**src/rtl/timer_sched.sv**
```systemverilog
// Round-robin scheduler sharing one down-counting timeout timer among NREQ requesters.
// Optional macro TIMER_SCHED_TICK_EN adds tick_i, which gates the countdown in RUN.
module timer_sched #(
    parameter int NREQ  = 4,
    parameter int CNT_W = 16
) (
    input  logic                  clk,
    input  logic                  reset,
    input  logic [NREQ-1:0]       req_i,
    input  logic [NREQ*CNT_W-1:0] load_i,
`ifdef TIMER_SCHED_TICK_EN
    input  logic                  tick_i,
`endif
    output logic [NREQ-1:0]       grant_o,
    output logic [NREQ-1:0]       timeout_o,
    output logic                  busy_o,
    output logic [CNT_W-1:0]      count_o
);

    localparam int PTR_W = $clog2(NREQ);

    typedef enum logic [1:0] {IDLE, LOAD, RUN, DONE} state_t;

    state_t                      state, state_nxt;
    logic [PTR_W-1:0]            last, last_nxt;
    logic [NREQ-1:0]             grant_nxt;
    logic [CNT_W-1:0]            count_nxt;
    logic [NREQ-1:0][CNT_W-1:0]  slot;
    logic                        tick;
    logic                        found;
    logic [PTR_W-1:0]            win;
    logic                        owner_req;
    int                          idx;

    for (genvar k = 0; k < NREQ; k++) begin : g_slot
        assign slot[k] = load_i[k*CNT_W +: CNT_W];
    end

`ifdef TIMER_SCHED_TICK_EN
    assign tick = tick_i;
`else
    assign tick = 1'b1;
`endif

    // The RR pointer always names the current owner while busy.
    assign owner_req = req_i[last];

    // Scan from last+1 upward with wrap; the first set request wins.
    always_comb begin
        found = 1'b0;
        win   = last;
        idx   = 0;
        for (int i = 1; i <= NREQ; i++) begin
            idx = int'(last) + i;
            if (idx >= NREQ) idx = idx - NREQ;
            if (!found && req_i[idx]) begin
                found = 1'b1;
                win   = PTR_W'(idx);
            end
        end
    end

    always_comb begin
        state_nxt = state;
        last_nxt  = last;
        grant_nxt = grant_o;
        count_nxt = count_o;
        case (state)
            IDLE: begin
                if (found) begin
                    grant_nxt      = '0;
                    grant_nxt[win] = 1'b1;
                    last_nxt       = win;
                    state_nxt      = LOAD;
                end
            end
            LOAD: begin
                // Withdrawal wins over loading, so count_o keeps its old value.
                if (!owner_req) begin
                    grant_nxt = '0;
                    state_nxt = IDLE;
                end else begin
                    count_nxt = slot[last];
                    state_nxt = (slot[last] == '0) ? DONE : RUN;
                end
            end
            RUN: begin
                if (!owner_req) begin
                    grant_nxt = '0;
                    state_nxt = IDLE;
                end else if (tick) begin
                    count_nxt = count_o - 1'b1;
                    if (count_o == CNT_W'(1)) state_nxt = DONE;
                end
            end
            DONE: begin
                grant_nxt = '0;
                state_nxt = IDLE;
            end
            default: begin
                grant_nxt = '0;
                state_nxt = IDLE;
            end
        endcase
    end

    always_ff @(posedge clk or negedge reset) begin
        if (!reset) begin
            state   <= IDLE;
            last    <= PTR_W'(NREQ - 1);
            grant_o <= '0;
            count_o <= '0;
        end else begin
            state   <= state_nxt;
            last    <= last_nxt;
            grant_o <= grant_nxt;
            count_o <= count_nxt;
        end
    end

    assign timeout_o = (state == DONE) ? grant_o : '0;
    assign busy_o    = (state != IDLE);

endmodule

```
**config.mk**
```make
export PLATFORM = sky130hd
export DESIGN_NAME = timer_sched
export DESIGN_NICKNAME = d
export VERILOG_FILES = /design/src/rtl/timer_sched.sv
export SDC_FILE = /design/constraint.sdc
export NUM_CORES = 1
export LEC_CHECK = 0
export ABC_CLOCK_PERIOD_IN_PS = 3500
export CAP_MARGIN = 20
export CORE_UTILIZATION = 35
export CTS_CLUSTER_SIZE = 16
export DETAILED_ROUTE_END_ITERATION = 8
export GPL_TIMING_DRIVEN = 0
export PLACE_DENSITY = 0.78
export SYNTH_ARGS = -nofsm -noshare
export SYNTH_HDL_FRONTEND = slang
export SYNTH_SLANG_ARGS = --single-unit
```
**constraint.sdc**
```tcl
create_clock -name clk -period 3.5 [get_ports clk]
set_input_delay 0.7 -clock clk [delete_from_list [all_inputs] [get_ports clk]]
set_output_delay 0.7 -clock clk [all_outputs]
set_load 0.01 [all_outputs]
```
Fig. 1: met3 routing
The bar under the picture is 20 um long.
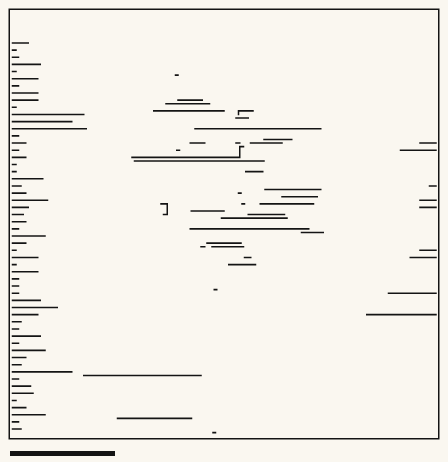
nets with wire on the layer	87
longest straight run	24.6 um

Fig. 2: metal layers overlaid
The bar under the picture is 20 um long.
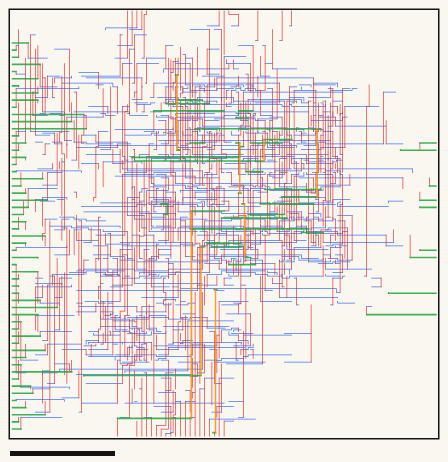
layer	colour	wire length
M1	blue	2980 um
M4	orange	142 um
M3	green	503 um
M2	red	3320 um

Fig. 3: cell placement
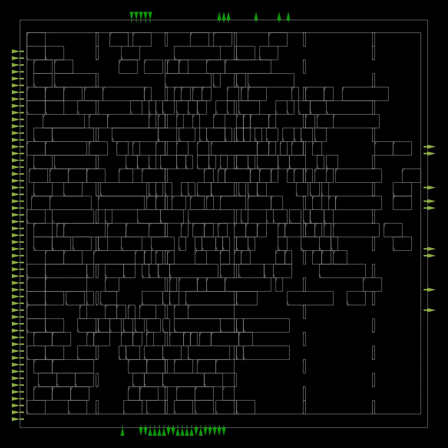
register fraction of the total cell area: 18.3%
final core utilization: 55.1%
flip-flops: 24

==> impl_results.html <==
<h2>Synthesis and place &amp; route</h2>
<table>
<tr><th>Metric</th><th>Value</th></tr>
<tr><th colspan="2">Power and ir drop</th></tr>
<tr><td>Share of total power in the clock network</td><td>around 6.4%</td></tr>
<tr><td>Total design power</td><td>~2.7 mW</td></tr>
<tr><td>Worst vdd rail ir drop</td><td>427 uV</td></tr>
<tr><td>Net switching share of the total power</td><td>47.6%</td></tr>
<tr><td>Combinational fraction of design power</td><td>a little under three quarters</td></tr>
<tr><td>Static leakage</td><td>1.28 nW</td></tr>
<tr><td>Power consumed by combinational cells</td><td>1.89 mW</td></tr>
<tr><td>Total power divided by cell area</td><td>804 nW/um^2</td></tr>
<tr><td>Power attributed to the clock group</td><td>0.170 mW</td></tr>
<tr><td>Power drawn by the sequential cells</td><td>0.593 mW</td></tr>
<tr><td>Cell internal pwr</td><td>1.39 mW</td></tr>
<tr><th colspan="2">Place</th></tr>
<tr><td>Post-DP HPWL</td><td>around 5500 um</td></tr>
<tr><td>Placed standard-cell area</td><td>3240 sq um</td></tr>
<tr><td>GP Congestion</td><td>0.844</td></tr>
<tr><td>Number of input and output port buffers inserted</td><td>94</td></tr>
<tr><td>Placed instance count</td><td>424</td></tr>
<tr><td>Worst Setup Slack post-DPL</td><td>0.411 ns</td></tr>
<tr><th colspan="2">Synthesis</th></tr>
<tr><td>Top area contributor share</td><td>24.9%</td></tr>
<tr><td>Chip area in the Yosys report</td><td>2210 sq um</td></tr>
<tr><td>Synthesized netlist cell count</td><td>255</td></tr>
<tr><td>Async set-reset flop share out of synthesis</td><td>100%</td></tr>
<tr><td>Synth Area per Inst</td><td>8.66 sq um</td></tr>
<tr><td>Leading cell type by number of instances after synthesis</td><td>sky130_fd_sc_hd__nand2_1</td></tr>
<tr><td>Post-synth EDFFs</td><td>0</td></tr>
<tr><td>Sequential cell area fraction in the yosys report</td><td>27.3%</td></tr>
<tr><td>YS warnings</td><td>0</td></tr>
<tr><td>Flip-flop cell with the highest count after synthesis</td><td>sky130_fd_sc_hd__dfrtp_1</td></tr>
<tr><td>Synth Register Bits</td><td>24</td></tr>
<tr><th colspan="2">Route</th></tr>
<tr><td>Sum of routed wire segments on met1</td><td>2980 um</td></tr>
<tr><td>Final antenna-violating net count</td><td>0</td></tr>
<tr><td>Total iterations of the first detailed-routing run</td><td>5</td></tr>
<tr><td>Total wire length after detailed routing</td><td>6950 um</td></tr>
<tr><td>Remaining DRCs</td><td>0</td></tr>
<tr><td>Met2 wire length</td><td>~3300 um</td></tr>
<tr><th colspan="2">Global routing</th></tr>
<tr><td>Highest-utilization routing layer at the global route stage</td><td>met2</td></tr>
<tr><td>Global-route wire length before repair</td><td>11300 um</td></tr>
<tr><td>Number of antenna violations at the first check in global routing</td><td>0</td></tr>
<tr><td>Met3 layer usage reported by global route</td><td>3.67%</td></tr>
<tr><td>Number of global-route vias before repair</td><td>2426</td></tr>
<tr><td>Global routing met1 resource utilization</td><td>between 20% and 30%</td></tr>
<tr><td>Overall Global Routing Usage</td><td>between 20% and 30%</td></tr>
<tr><th colspan="2">Cells and area</th></tr>
<tr><td>Portion of the layout cell area used by clock cells</td><td>approximately 1.4%</td></tr>
<tr><td>Post-route cell area</td><td>3300 sq um</td></tr>
<tr><td>Layout-stage area growth over the synthesis result</td><td>49.6%</td></tr>
<tr><td>Leading cell type in the layout, fill and taps excluded</td><td>sky130_fd_sc_hd__clkdlybuf4s50_1</td></tr>
<tr><td>Clock buffer instance count of the final layout</td><td>4</td></tr>
<tr><td>Non-clock buffer instance count of the final layout</td><td>114</td></tr>
<tr><td>Most instantiated logic cells after routing</td><td>sky130_fd_sc_hd__clkdlybuf4s50_1 (94), sky130_fd_sc_hd__nand2_1 (25), sky130_fd_sc_hd__nor2_1 (22), sky130_fd_sc_hd__dfrtp_1 (22)</td></tr>
<tr><td>Multi-input combinational area share</td><td>44.0%</td></tr>
<tr><td>Area-dominant cell class after layout</td><td>multi-input combinational cells</td></tr>
<tr><td>Gate Area</td><td>about 1500 sq um</td></tr>
<tr><td>Net total in the final layout</td><td>432</td></tr>
<tr><td>Data buffer area share</td><td>31.5%</td></tr>
<tr><td>FF/Latch Area</td><td>603 sq um</td></tr>
<tr><td>Fraction of layout instances using a drive strength above 1</td><td>8.76%</td></tr>
<tr><th colspan="2">Setup path</th></tr>
<tr><td>Critical path's top delay family</td><td>buffers and inverters</td></tr>
<tr><td>Critical path capture point type</td><td>flip-flop</td></tr>
<tr><td>Worst Reg-to-Reg Cells</td><td>7</td></tr>
<tr><td>Worst path required time</td><td>3.64 ns</td></tr>
<tr><td>Maximum fanout count along the critical path</td><td>10</td></tr>
<tr><td>Crit-path cells</td><td>clkdlybuf4s50_1 &gt; mux4_2 &gt; buf_2 &gt; clkbuf_1 &gt; clkbuf_1 &gt; o21ai_0 &gt; nand2_1 &gt; o31ai_1</td></tr>
<tr><td>Stages on the worst setup path</td><td>8</td></tr>
<tr><td>WS Path Type</td><td>in -&gt; reg</td></tr>
<tr><td>Critical path's most frequent cell</td><td>sky130_fd_sc_hd__clkbuf_1</td></tr>
<tr><td>Library cell contributing the largest single delay on the critical path</td><td>sky130_fd_sc_hd__clkdlybuf4s50_1</td></tr>
<tr><th colspan="2">STA</th></tr>
<tr><td>Post-route minimum period</td><td>2.85 ns</td></tr>
<tr><td>Tightest hold margin</td><td>0.524 ns</td></tr>
<tr><td>Number of max-slew violations in the final report</td><td>0</td></tr>
<tr><td>Transition time at the pin with the least slew margin</td><td>1.11 ns</td></tr>
<tr><td>Clock tree skew after final layout</td><td>between 0.01 and 0.015 ns</td></tr>
<tr><td>Final Hold Viols</td><td>0</td></tr>
<tr><td>Final setup margin</td><td>approximately 0.65 ns</td></tr>
<tr><td>Setup-failing EPs final</td><td>0</td></tr>
<tr><td>Worst-case headroom to the max-slew limit</td><td>25.5%</td></tr>
<tr><td>Maximum operating frequency</td><td>approximately 350 MHz</td></tr>
<tr><td>Post-route fraction of the period consumed by the critical path</td><td>81.5%</td></tr>
<tr><th colspan="2">Min path</th></tr>
<tr><td>Hold Crit Depth</td><td>2</td></tr>
<tr><th colspan="2">Clocking</th></tr>
<tr><td>Clock slew at the register clock pins of the worst setup and hold paths</td><td>0.08 ns</td></tr>
<tr><td>Cell at the root of the clock tree</td><td>sky130_fd_sc_hd__clkbuf_8</td></tr>
<tr><td>TritonCTS Sinks</td><td>24</td></tr>
<tr><td>Hold bufs inserted after CTS</td><td>0</td></tr>
<tr><td>Worst-case clock buffer depth</td><td>2</td></tr>
<tr><th colspan="2">Status</th></tr>
<tr><td>Outcome</td><td>finished clean</td></tr>
<tr><th colspan="2">Floorplanning</th></tr>
<tr><td>Core utilization before placement</td><td>36.8%</td></tr>
<tr><td>Chip Height</td><td>between 80 and 90 um</td></tr>
<tr><td>Floorplan Core Area</td><td>5990 sq um</td></tr>
<tr><td>Placement row count</td><td>28</td></tr>
<tr><td>Taps Inserted</td><td>~75</td></tr>
</table>
Fig. 4: M4 wires
Supply wires on this layer in grey. Cells faint in the background.
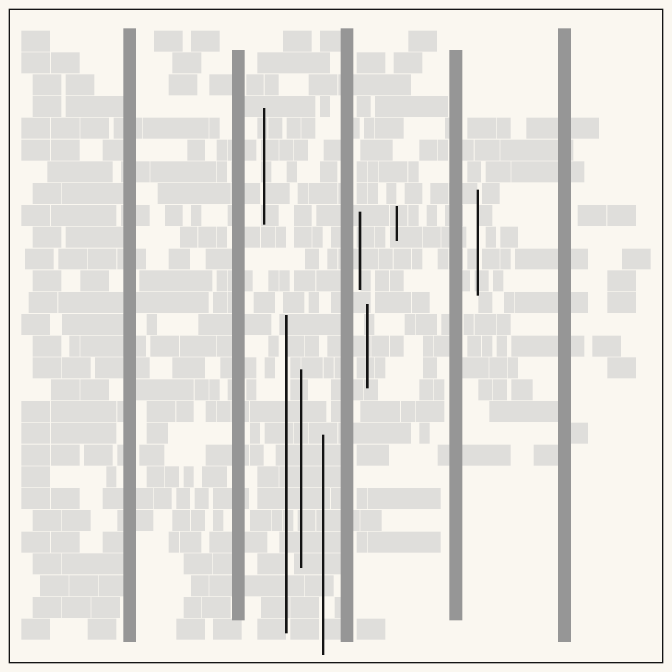
longest straight run	39.4 um
share of all routed wire	2.0%
nets with wire on the layer	8

Fig. 5: sizing map
The bar under the picture is 20 um long.
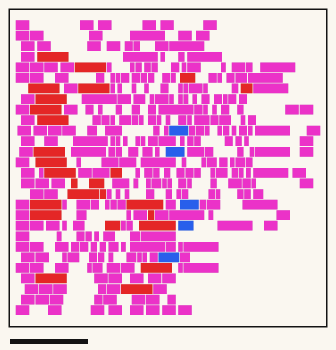
size	colour	cells
x1 and smaller	magenta	323
x2	red	26
x6 and larger	blue	5

-- final timing paths --
path	startpoint	to	slack, ns
hold / removal	grant_o[2]	grant_o[2]	0.52
max in group asynchronous	reset	last[1]	2.13
min in group asynchronous	reset	count_o[9]	0.78
setup reg to reg	last[1]	count_o[13]	0.89
setup / recovery	req_i[1]	count_o[0]	0.65
hold reg to reg	grant_o[2]	grant_o[2]	0.52
-- logic make-up after synthesis --
group	Yosys count	synth area share, %
adder cells (fa/ha/maj)	7	3.97
multiplexers	23	19.6
AND/OR/NAND/NOR	85	18.7
AND-OR/OR-AND	79	23.6
buffers and inverters	37	6.80
flip-flops	24	27.3
-- state kept, by name (all words and copies together) (netlist names) --
name,cells
count_o,16
grant_o,4
last,2
state,2
Power is estimated from default activity; no workload was simulated.
